==> src/rtl/btn_debounce_encoder.sv <==
//------------------------------------------------------------------------------
// Module   : btn_debounce_encoder
// Purpose  : Synchronises, debounces and encodes four raw push-buttons into a
//            2-bit index with hold level, press/release strobes and chord flag.
// Revision : 1.0 - initial release
//------------------------------------------------------------------------------
`default_nettype none

module btn_debounce_encoder #(
  parameter int DEBOUNCE_CYCLES = 500000,
  parameter int CNT_W           = 20
) (
  input  logic       clk,
  input  logic       reset,
  input  logic [3:0] btns,
  output logic [1:0] num,
  output logic       pressed,
  output logic       press_pulse,
  output logic       release_pulse,
  output logic       multi_err
);

  typedef enum logic [1:0] {
    S_IDLE       = 2'd0,
    S_DB_PRESS   = 2'd1,
    S_HELD       = 2'd2,
    S_DB_RELEASE = 2'd3
  } state_t;

  localparam logic [CNT_W-1:0] c_LAST = CNT_W'(DEBOUNCE_CYCLES - 1);
  localparam logic [CNT_W-1:0] c_ONE  = CNT_W'(1);

  logic [3:0]       r_sync0;
  logic [3:0]       r_sync1;
  logic [3:0]       r_cand;
  logic [CNT_W-1:0] r_cnt;
  logic             r_multi_prev;
  state_t           r_state;

  logic             w_nonzero;
  logic             w_onehot;
  logic             w_multi;
  logic             w_match;
  logic             w_last;
  logic [1:0]       w_enc;

  // Clearing the lowest set bit leaves zero only for a single-bit value.
  assign w_nonzero = (r_sync1 != 4'd0);
  assign w_onehot  = w_nonzero && ((r_sync1 & (r_sync1 - 4'd1)) == 4'd0);
  assign w_multi   = w_nonzero && !w_onehot;
  assign w_match   = (r_sync1 == r_cand);
  assign w_last    = (r_cnt == c_LAST);

  always_comb begin
    w_enc = 2'd0;
    case (r_cand)
      4'b0010: w_enc = 2'd1;
      4'b0100: w_enc = 2'd2;
      4'b1000: w_enc = 2'd3;
      default: w_enc = 2'd0;
    endcase
  end

  always_ff @(posedge clk or negedge reset) begin
    if (!reset) begin
      r_sync0 <= 4'd0;
      r_sync1 <= 4'd0;
    end else begin
      r_sync0 <= btns;
      r_sync1 <= r_sync0;
    end
  end

  always_ff @(posedge clk or negedge reset) begin
    if (!reset) begin
      r_state       <= S_IDLE;
      r_cnt         <= '0;
      r_cand        <= 4'd0;
      r_multi_prev  <= 1'b0;
      num           <= 2'd0;
      pressed       <= 1'b0;
      press_pulse   <= 1'b0;
      release_pulse <= 1'b0;
      multi_err     <= 1'b0;
    end else begin
      press_pulse   <= 1'b0;
      release_pulse <= 1'b0;
      multi_err     <= 1'b0;
      r_multi_prev  <= w_multi;
      case (r_state)
        S_IDLE: begin
          if (w_onehot) begin
            r_cand  <= r_sync1;
            r_cnt   <= '0;
            r_state <= S_DB_PRESS;
          end else if (w_multi && !r_multi_prev) begin
            multi_err <= 1'b1;
          end
        end
        S_DB_PRESS: begin
          if (!w_match) begin
            r_cnt   <= '0;
            r_state <= S_IDLE;
          end else if (w_last) begin
            r_cnt       <= '0;
            r_state     <= S_HELD;
            pressed     <= 1'b1;
            press_pulse <= 1'b1;
            num         <= w_enc;
          end else begin
            r_cnt <= r_cnt + c_ONE;
          end
        end
        S_HELD: begin
          if (!w_match) begin
            r_cnt   <= '0;
            r_state <= S_DB_RELEASE;
          end
        end
        S_DB_RELEASE: begin
          // Candidate reappearing before the count expires is a bounce.
          if (w_match) begin
            r_cnt   <= '0;
            r_state <= S_HELD;
          end else if (w_last) begin
            r_cnt         <= '0;
            r_state       <= S_IDLE;
            pressed       <= 1'b0;
            release_pulse <= 1'b1;
          end else begin
            r_cnt <= r_cnt + c_ONE;
          end
        end
        default: begin
          r_cnt   <= '0;
          r_state <= S_IDLE;
        end
      endcase
    end
  end

endmodule

`default_nettype wire

==> config.mk <==
export PLATFORM = sky130hd
export DESIGN_NAME = btn_debounce_encoder
export DESIGN_NICKNAME = d
export VERILOG_FILES = /design/src/rtl/btn_debounce_encoder.sv
export SDC_FILE = /design/constraint.sdc
export NUM_CORES = 1
export LEC_CHECK = 0
export CAP_MARGIN = 20
export CORE_ASPECT_RATIO = 1.25
export CORE_MARGIN = 2
export CORE_UTILIZATION = 35
export CTS_CLUSTER_DIAMETER = 100
export CTS_CLUSTER_SIZE = 12
export DETAILED_ROUTE_END_ITERATION = 12
export HOLD_SLACK_MARGIN = 0.03
export PLACE_DENSITY = 0.59
export SETUP_SLACK_MARGIN = 0.15
export SLEW_MARGIN = 20
export SYNTH_ARGS = -nofsm -noshare
export SYNTH_HDL_FRONTEND = slang
export SYNTH_SLANG_ARGS = --single-unit
==> constraint.sdc <==
create_clock -name clk -period 5.3 [get_ports clk]
set_input_delay 1.06 -clock clk [delete_from_list [all_inputs] [get_ports clk]]
set_output_delay 1.06 -clock clk [all_outputs]
set_load 0.01 [all_outputs]
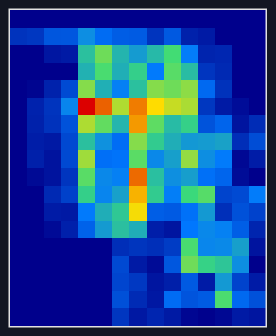
Run 1: signal metal coverage by tile
The die is cut into 15 by 18 equal tiles; dark blue is low, red is high, scaled to the fullest tile. Values are wire area over tile area, all layers added.
nearly empty tiles: 30%
fullest tile: 0.52
emptiest ninth of the die: south-west
mean over tiles: 0.10
tiles over half the peak: 12%

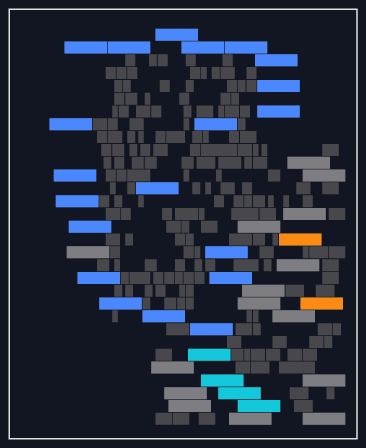
Run 1: sequential cells colored by netlist name
| name in the netlist | color | placed flops |
|---|---|---|
| r_cnt | blue | 20 |
| r_sync1 | cyan | 4 |
| num | orange | 2 |
not colored: 15

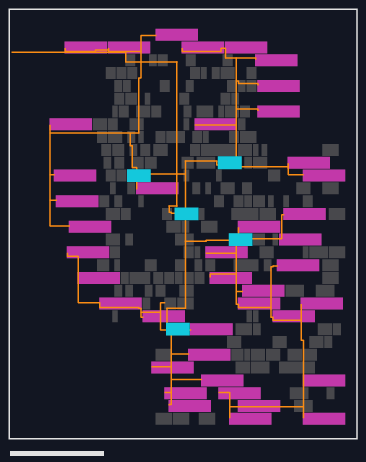
Run 1: clock distribution
The bar under the picture is 20 um long.
[clock wires] orange | length: 525 um
[flip-flops] magenta | count: 41
[clock drivers] cyan | count: 5
flops lie: all over the die

==> GITHUB_STEP_SUMMARY, run 1 <==
### Metrics collected by this job

| Metric | Value |
|---|---|
| Die W | `73.54 um` |
| M2 GR Usage | `21.50%` |
| Aoi share | `13.60%` |
| Bufs w/o clock | `13` |
| Clk tree area frac | `roughly 4.0%` |
| CP arrival | `2.66 ns` |
| Commonest cells in the netlist | `dfrtp_1 (41), nand3_1 (25), a31oi_1 (23)` |
| Top cells by area | `dfrtp_1 (48%), a31oi_1 (6.8%), nand3_1 (5.9%)` |
| Post-cts hold buffer count | `0` |
| Worst Hold Launch | `r_sync0[1]$_DFF_PN0_` |
| Top Metal Used | `met4` |
| DR WL met3 | `roughly 130 um` |
| Dominant kind of cell | `combinational gates` |
| Post-synth mux share | `slightly below 4%` |
| Worst reg2reg path depth | `7` |
| Clock transition at path regs | `0.09 ns` |
| DP Area | `0.002271 mm2` |
| Hold crit path type | `register to register` |
| Cell count in the Yosys report | `roughly 200` |
| Clock buf count | `5` |
| Crit path max-delay family | `AND-OR/OR-AND gates` |
| Fin crit share | `46.46%` |
| Grt met1 use | `18.62%` |
| Ant diodes | `0` |
| Post-CTS Setup Inserts | `0` |
| Critical path buffers and inverters | `1` |
| Multi-input gates | `152` |
| Cts bufs inserted | `5` |
| Die height | `90.93 um` |
| Status | `complete, no violations` |
| Core area | `0.005818 mm2` |
| Met2 WL post-DR | `2117 um` |
| Antenna violations before repair | `0` |
| DP Worst Slack | `2.829 ns` |
| Largest Register | `r_cnt` |
| VDD IR max | `0.1122 mV` |
| Leakage power | `0.9279 nW` |
| First-pass GRT wire length | `7272 um` |
| Gr usage total | `13.82%` |
| Placer congestion estimate | `0.7456` |
| Syn_area_per_cell | `~10 um2` |
| Internal Power | `between 0.5 and 0.6 mW` |
| Gate Area | `about 0.0010 mm2` |
| Tapcells | `66` |
| Data buffer area share | `~5%` |
| Logic pwr share | `between 20% and 30%` |
| WL per Instance | `15.38 um` |
| Crit path to | `r_cnt[18]$_DFFE_PN0P_` |
| Mapped cell area | `0.002116 mm2` |
| DIE AREA | `between 0.006 and 0.007 mm2` |
| CTS resizes | `0` |
| Pwr/cell area | `333.4 mW/mm2` |
| Seq pwr share | `47.6%` |
| Hold EP | `r_sync1[1]$_DFF_PN0_` |
| Insertion delay to the later sink of the worst-skew pair | `around 0.30 ns` |
| Nets@finish | `223` |
| Worst setup path start | `r_cnt[0]$_DFFE_PN0P_` |
| Flip-flop and latch power | `roughly 0.38 mW` |
| Comb pwr | `0.196 mW` |
| Post-route cell area | `0.002365 mm2` |
Run 1, cell classes on the final placement:
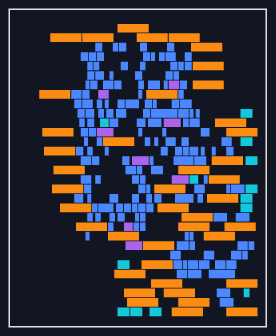

## Run 2: what changed since run 1
--- a/config.mk
+++ b/config.mk
@@ -13,7 +13,7 @@
 export CTS_CLUSTER_SIZE = 12
 export DETAILED_ROUTE_END_ITERATION = 12
 export HOLD_SLACK_MARGIN = 0.03
-export PLACE_DENSITY = 0.59
+export PLACE_DENSITY = 0.61
 export SETUP_SLACK_MARGIN = 0.15
 export SLEW_MARGIN = 20
 export SYNTH_ARGS = -nofsm -noshare
==> constraint.sdc (replaced) <==
create_clock -name clk -period 2.1 [get_ports clk]
set_input_delay 0.42 -clock clk [delete_from_list [all_inputs] [get_ports clk]]
set_output_delay 0.42 -clock clk [all_outputs]
set_load 0.01 [all_outputs]
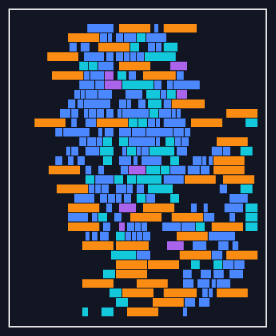
Run 2: cell classes on the final placement
| class | color | cells |
|---|---|---|
| flops | orange | 41 |
| clock drivers and dummy loads | purple | 8 |
| combinational and other logic | blue | 155 |
| other buffers and delay cells | cyan | 48 |

==> run 2 against run 1 <==
First-iteration DRC count rose by 30%; combinational power rose to 4.8 times the previous value; largest cell class unchanged; sequential share of layout area fell by 8.3 points; worst hold slack got worse by 0.29 ns; non-clock buffer count rose by 35; routed wire length rose by 27%; clock-buffer cell count did not move; clock skew rose by 0.00065 ns; setup slack got worse by 2.7 ns; total power rose to 3.1 times the previous value.
==> GITHUB_STEP_SUMMARY, run 2 <==
### Metrics collected by this job

| Metric | Value |
|---|---|
| Status | `complete, no violations` |
| Largest Register | `r_cnt` |
| Clock transition at path regs | `0.09 ns (about the same)` |
| Max cap viols | `0` |
| First-pass GRT wire length | `8521 um (+17%)` |
| Worst setup path start | `r_cnt[6]$_DFFE_PN0P_` |
| DIE AREA | `0.006687 mm2 (unchanged)` |
| Tapcells | `66 (unchanged)` |
| Clk tree area frac | `3.063% (-0.91 points)` |
| Post-synth mux share | `3.903% (unchanged)` |
| Aoi share | `13.60% (unchanged)` |
| M2 GR Usage | `25.82% (+4.3 points)` |
| Mapped cell area | `0.002116 mm2 (unchanged)` |
| Htree depth | `2` |
| Gate Area | `0.001239 mm2 (+20%)` |
| Post-CTS Setup Inserts | `7 (+7)` |
| Cts bufs inserted | `5 (unchanged)` |
| Yosys xor share | `3.666%` |
| Setup CP Type | `register to register` |
| Bufs w/o clock | `48 (+35)` |
| Worst path slowest cell | `or4_4` |
| Pwr/cell area | `818.3 mW/mm2 (+150%)` |
| Met2 WL post-DR | `2830 um (+34%)` |
| Nets@finish | `258 (+16%)` |
| Grt met1 use | `20.31% (+1.7 points)` |
| CTS resizes | `6 (+6)` |
| Crit path max-delay family | `simple AND/OR/NAND/NOR gates` |
| Fin crit share | `95.28% (+49 points)` |
| Die height | `90.93 um (unchanged)` |
| Post-cts hold buffer count | `0 (unchanged)` |
| DP Area | `0.002449 mm2 (+7.8%)` |
| Biggest consumer | `sequential cells` |
| Dominant kind of cell | `combinational gates` |
| Antenna violations before repair | `0 (unchanged)` |
| Comb pwr | `0.937 mW (+380%)` |
| Worst reg2reg path depth | `7 (unchanged)` |
| CTS sink count | `41` |
| Data buffer area share | `16.55% (+11 points)` |
| Placer congestion estimate | `0.8482 (+14%)` |
| Hold crit path type | `primary input to asynchronous set/reset pin` |
| CP arrival | `2.22 ns (-0.44 ns)` |
| DR WL met3 | `141 um (+11%)` |
| Insertion delay to the later sink of the worst-skew pair | `0.30 ns (about the same)` |
| Main kind of combinational logic by area | `simple AND/OR/NAND/NOR gates` |
| Root Buffer | `clkbuf_8` |
| Crit path to | `r_cnt[19]$_DFFE_PN0P_` |
| Async S/R FF share, synth | `100.0%` |
| Die W | `73.54 um (unchanged)` |
| Flip-flop and latch power | `0.937 mW (+150%)` |
| DP Worst Slack | `0.06500 ns (-2.764 ns)` |
| Gr usage total | `16.30% (+2.5 points)` |
| WL per Instance | `17.41 um (+13%)` |
| Core area | `0.005818 mm2 (unchanged)` |
| Internal Power | `1.531 mW (+200%)` |
| Top Metal Used | `met4` |
| Leakage power | `1.154 nW (+24%)` |
| Multi-input gates | `152 (unchanged)` |
| Top cells by area | `dfrtp_1 (48%), a31oi_1 (6.8%), nand3_1 (5.9%)` |
| VDD IR max | `0.3743 mV (+230%)` |
| Logic pwr share | `38.9% (+14 points)` |
| Ant diodes | `0 (unchanged)` |
No activity file was given, so power comes from the tool's default toggle rates.
